--- src/rtl/sevenseg_reader.sv ---
// 7-segment bus -> BCD reader: sync, debounce, decode, 2-entry FIFO. Hex letters with SEVENSEG_READER_HEX_EN.
// Latency STABLE_CYCLES+2 clk from stable pattern to out_valid; FIFO full with no pop drops and flags err_overrun.
module sevenseg_reader #(
    parameter int STABLE_CYCLES  = 16,
    parameter bit SEG_ACTIVE_LOW = 1'b1
) (
    input  logic       clk,
    input  logic       rst_n,
    input  logic [6:0] seg_in,
    output logic [3:0] out_digit,
    output logic       out_bad,
    output logic       out_valid,
    input  logic       out_ready,
    output logic       err_overrun,
    input  logic       clr_err
);

    localparam int             CW        = $clog2(STABLE_CYCLES);
    localparam logic [CW-1:0]  CNT_LAST  = CW'(STABLE_CYCLES - 1);
    localparam logic [CW-1:0]  CNT_ONE   = CW'(1);
    localparam logic [6:0]     SYNC_IDLE = SEG_ACTIVE_LOW ? 7'h7F : 7'h00;

    typedef enum logic {
        ST_TRACK   = 1'b0,
        ST_SETTLED = 1'b1
    } state_t;

    logic [6:0]    r_sync1;
    logic [6:0]    r_sync2;
    logic [6:0]    w_lit;

    state_t        r_state;
    state_t        w_state_nxt;
    logic [6:0]    r_cand;
    logic [6:0]    w_cand_nxt;
    logic [CW-1:0] r_cnt;
    logic [CW-1:0] w_cnt_nxt;
    logic [6:0]    r_last_emit;
    logic [6:0]    w_last_nxt;
    logic          w_push;
    logic [4:0]    w_dec;

    logic [4:0]    r_head_dat;
    logic [4:0]    r_tail_dat;
    logic          r_head_vld;
    logic          r_tail_vld;
    logic          r_overrun;
    logic          w_pop;
    logic          w_drop;

    function automatic logic [4:0] decode_lit(input logic [6:0] lit);
        logic [4:0] res;
        case (lit)
            7'h7E:   res = {1'b0, 4'h0};
            7'h30:   res = {1'b0, 4'h1};
            7'h6D:   res = {1'b0, 4'h2};
            7'h79:   res = {1'b0, 4'h3};
            7'h33:   res = {1'b0, 4'h4};
            7'h5B:   res = {1'b0, 4'h5};
            7'h5F:   res = {1'b0, 4'h6};
            7'h70:   res = {1'b0, 4'h7};
            7'h72:   res = {1'b0, 4'h7};
            7'h7F:   res = {1'b0, 4'h8};
            7'h7B:   res = {1'b0, 4'h9};
            7'h73:   res = {1'b0, 4'h9};
`ifdef SEVENSEG_READER_HEX_EN
            // 1F is claimed by lowercase b here, so 6 only decodes from 5F
            7'h77:   res = {1'b0, 4'hA};
            7'h1F:   res = {1'b0, 4'hB};
            7'h4E:   res = {1'b0, 4'hC};
            7'h3D:   res = {1'b0, 4'hD};
            7'h4F:   res = {1'b0, 4'hE};
            7'h47:   res = {1'b0, 4'hF};
`else
            7'h1F:   res = {1'b0, 4'h6};
`endif
            default: res = {1'b1, 4'hF};
        endcase
        return res;
    endfunction

    always_ff @(posedge clk or negedge rst_n) begin
        if (!rst_n) begin
            r_sync1 <= SYNC_IDLE;
            r_sync2 <= SYNC_IDLE;
        end else begin
            r_sync1 <= seg_in;
            r_sync2 <= r_sync1;
        end
    end

    assign w_lit = SEG_ACTIVE_LOW ? ~r_sync2 : r_sync2;
    assign w_dec = decode_lit(r_cand);

    always_ff @(posedge clk or negedge rst_n) begin
        if (!rst_n) begin
            r_state     <= ST_TRACK;
            r_cand      <= 7'h00;
            r_cnt       <= '0;
            r_last_emit <= 7'h00;
        end else begin
            r_state     <= w_state_nxt;
            r_cand      <= w_cand_nxt;
            r_cnt       <= w_cnt_nxt;
            r_last_emit <= w_last_nxt;
        end
    end

    always_comb begin
        w_state_nxt = r_state;
        w_cand_nxt  = r_cand;
        w_cnt_nxt   = r_cnt;
        w_last_nxt  = r_last_emit;
        w_push      = 1'b0;
        if (w_lit != r_cand) begin
            w_state_nxt = ST_TRACK;
            w_cand_nxt  = w_lit;
            w_cnt_nxt   = CNT_ONE;
        end else begin
            if (r_cnt != CNT_LAST) begin
                w_cnt_nxt = r_cnt + CNT_ONE;
            end
            if (r_state == ST_TRACK && r_cnt == CNT_LAST) begin
                w_state_nxt = ST_SETTLED;
                // Blank re-arms emission so a repeated digit is reported again
                if (r_cand == 7'h00) begin
                    w_last_nxt = 7'h00;
                end else if (r_cand != r_last_emit) begin
                    w_push     = 1'b1;
                    w_last_nxt = r_cand;
                end
            end
        end
    end

    assign w_pop  = r_head_vld && out_ready;
    assign w_drop = w_push && !w_pop && r_tail_vld;

    always_ff @(posedge clk or negedge rst_n) begin
        if (!rst_n) begin
            r_head_dat <= 5'h00;
            r_tail_dat <= 5'h00;
            r_head_vld <= 1'b0;
            r_tail_vld <= 1'b0;
        end else if (w_pop) begin
            if (r_tail_vld) begin
                r_head_dat <= r_tail_dat;
                if (w_push) begin
                    r_tail_dat <= w_dec;
                end else begin
                    r_tail_vld <= 1'b0;
                end
            end else if (w_push) begin
                r_head_dat <= w_dec;
            end else begin
                r_head_vld <= 1'b0;
            end
        end else if (w_push) begin
            if (!r_head_vld) begin
                r_head_dat <= w_dec;
                r_head_vld <= 1'b1;
            end else if (!r_tail_vld) begin
                r_tail_dat <= w_dec;
                r_tail_vld <= 1'b1;
            end
        end
    end

    // A new overrun outranks a clear arriving in the same cycle
    always_ff @(posedge clk or negedge rst_n) begin
        if (!rst_n) begin
            r_overrun <= 1'b0;
        end else if (w_drop) begin
            r_overrun <= 1'b1;
        end else if (clr_err) begin
            r_overrun <= 1'b0;
        end
    end

    assign out_digit   = r_head_dat[3:0];
    assign out_bad     = r_head_dat[4];
    assign out_valid   = r_head_vld;
    assign err_overrun = r_overrun;

endmodule

--- config.mk ---
export PLATFORM = sky130hd
export DESIGN_NAME = sevenseg_reader
export DESIGN_NICKNAME = d
export VERILOG_FILES = /design/src/rtl/sevenseg_reader.sv
export SDC_FILE = /design/constraint.sdc
export NUM_CORES = 1
export LEC_CHECK = 0
export CORE_UTILIZATION = 25
export CTS_CLUSTER_DIAMETER = 120
export DETAILED_ROUTE_END_ITERATION = 12
export GPL_TIMING_DRIVEN = 0
export PLACE_DENSITY = 0.48
export RECOVER_POWER = 25
export REMOVE_ABC_BUFFERS = 1
export SYNTH_ARGS = -nofsm -noshare
export SYNTH_HDL_FRONTEND = slang
export SYNTH_SLANG_ARGS = --single-unit
--- constraint.sdc ---
create_clock -name clk -period 2.15 [get_ports clk]
set_input_delay 0.645 -clock clk [delete_from_list [all_inputs] [get_ports clk]]
set_output_delay 0.645 -clock clk [all_outputs]
set_load 0.05 [all_outputs]
==> images/layer_met1.png <==
Drawn at 4 px/um.
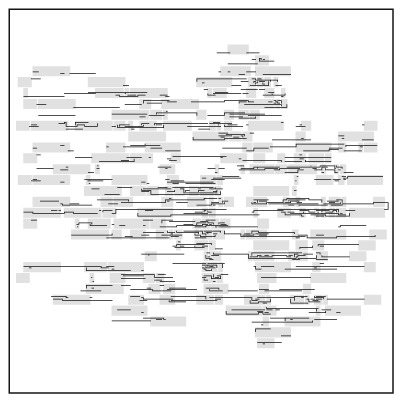
share of all routed wire: 48%
nets with wire on the layer: 206

==> images/layer_met2.png <==
Drawn at 4 px/um.
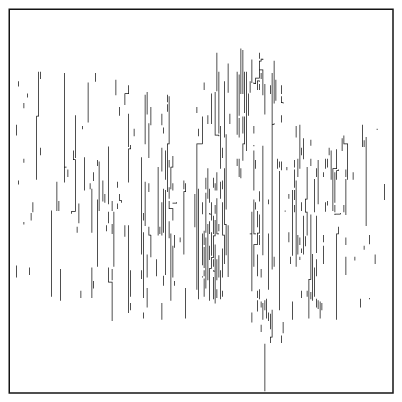
wire length on this layer: 1900 um
nets with wire on the layer: 192

==> images/layer_met3.png <==
Drawn at 3 px/um.
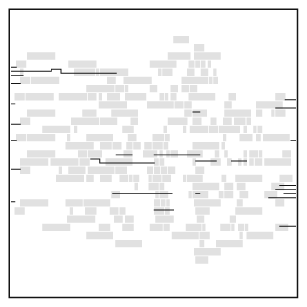
share of all routed wire: 4.5%
longest straight run: 19.8 um
nets with wire on the layer: 22
main direction: horizontal
wire length on this layer: 182 um

==> images/congestion.png <==
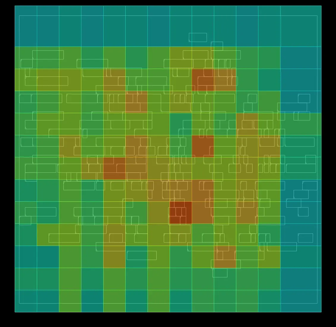
global-route met1 utilization: 13.8%
total global-route track usage: 9.98%
M3 GR Usage: 2.63%

final timing paths:
check,to,start,slack (ns),cells past startpoint
min in group asynchronous,r_cand[1]$_DFFE_PN0P_,rst_n,0.43,1
worst max register to register,r_tail_dat[3]$_DFFE_PN0P_,r_sync2[1]$_DFF_PN1_,-0.01,8
worst max-delay path,r_tail_dat[3]$_DFFE_PN0P_,r_sync2[1]$_DFF_PN1_,-0.01,8
worst min register to register,r_sync2[1]$_DFF_PN1_,r_sync1[1]$_DFF_PN1_,0.36,0
max in group asynchronous,r_sync2[4]$_DFF_PN1_,rst_n,1.00,2
worst min-delay path,r_sync2[1]$_DFF_PN1_,r_sync1[1]$_DFF_PN1_,0.36,0
routing by layer:
metal	share of wire, %	wire length, um
met1	48	1940
met2	47	1900
met3	4.5	182
met4	0.67	27
met5	0	0
metrics by stage:
step                cells  hold WS [ns]  instance area [um2]  power, uW
floorplan             179         0.345                 2140       1110
global placement      301         0.345                 2440       1190
detailed placement    302         0.348                 2460       1200
CTS                   321         0.241                 2670       1790
global route          325         0.365                 2730       1850
finish                325         0.360                 2730       1750
final cells by class:
class                           count  area, um2  share of cell area [%]
Clock buffer                        5       68.8                    2.52
Clock inverter                      3       25.0                   0.917
Inverter                           15       56.3                    2.06
Multi-Input combinational cell    118        948                    34.7
Sequential cell                    46       1180                    43.1
Tap cell                          105        131                    4.81
Timing Repair Buffer               33        323                    11.8
critical path: stages (launching register included):
cell and delay [ns]:
dfstp_2 0.55, xor2_1 0.17, nand3_2 0.16, nor4_4 0.24, buf_4 0.18, nand3_4 0.09, a211oi_4 0.22, buf_6 0.16
mux2_4 0.29
power by group:
part           leakage, uW  switching [uW]  internal [uW]  total, uW
clock            0.0000447             325            235        560
sequential        0.000549            41.3            923        964
combinational     0.000601             125            103        228
total              0.00119             492           1260       1750
==> flow_summary.toml <==
# yosys + openroad results
[final_timing]
rsz0062_at_grt = "true"
finalHoldViolations = 0
worst_pin_slew_ns = 0.881
skew_ns = 0.00703
setup_viol = 11
setup_ws_ns = -0.0131

[floorplanning]
ios = 18
die_w_um = 95.6
initCoreUtil_pct = 26.2
die_h_um = 95.6

[logic_synthesis]
synthSimpleGateAreaFrac_pct = 15.0
async_flop_share_pct = 100
synth_warnings = 0
synth_area_per_cell_um2 = 11.6
syn_area_um2 = 2190
synth.cellmix.compoundShare_pct = 10.1

[grt]
grt_pass1_vias = 1383
use_met2_pct = 14.9

[detailed_routing]
wl_per_cell_um = 12.5

[critical_path]
arrival_ns = 2.36
required_ns = 2.34
path_class = "reg2reg"
path_max_fanout = 5

[place]
place_ws_ns = -0.505
gp_congestion = 0.701

[cells_and_area]
nets = 232
final_cell_mix = "dfrtp_1 (25), inv_1 (15), nand2_1 (14), dfstp_2 (14), buf_4 (13)"
antenna_cells = 0
n_fill_cell = 856
postLayoutCoreUtil_pct = 32.7

[clock_network]
cts_tree = "yes"
hold_buffers = 0
cts_made_buffers = 5

[run_status]
status = "finished, violations left"
violations = "setup timing"

[job]
drv_cap = 0
Power is estimated from default activity; no workload was simulated.
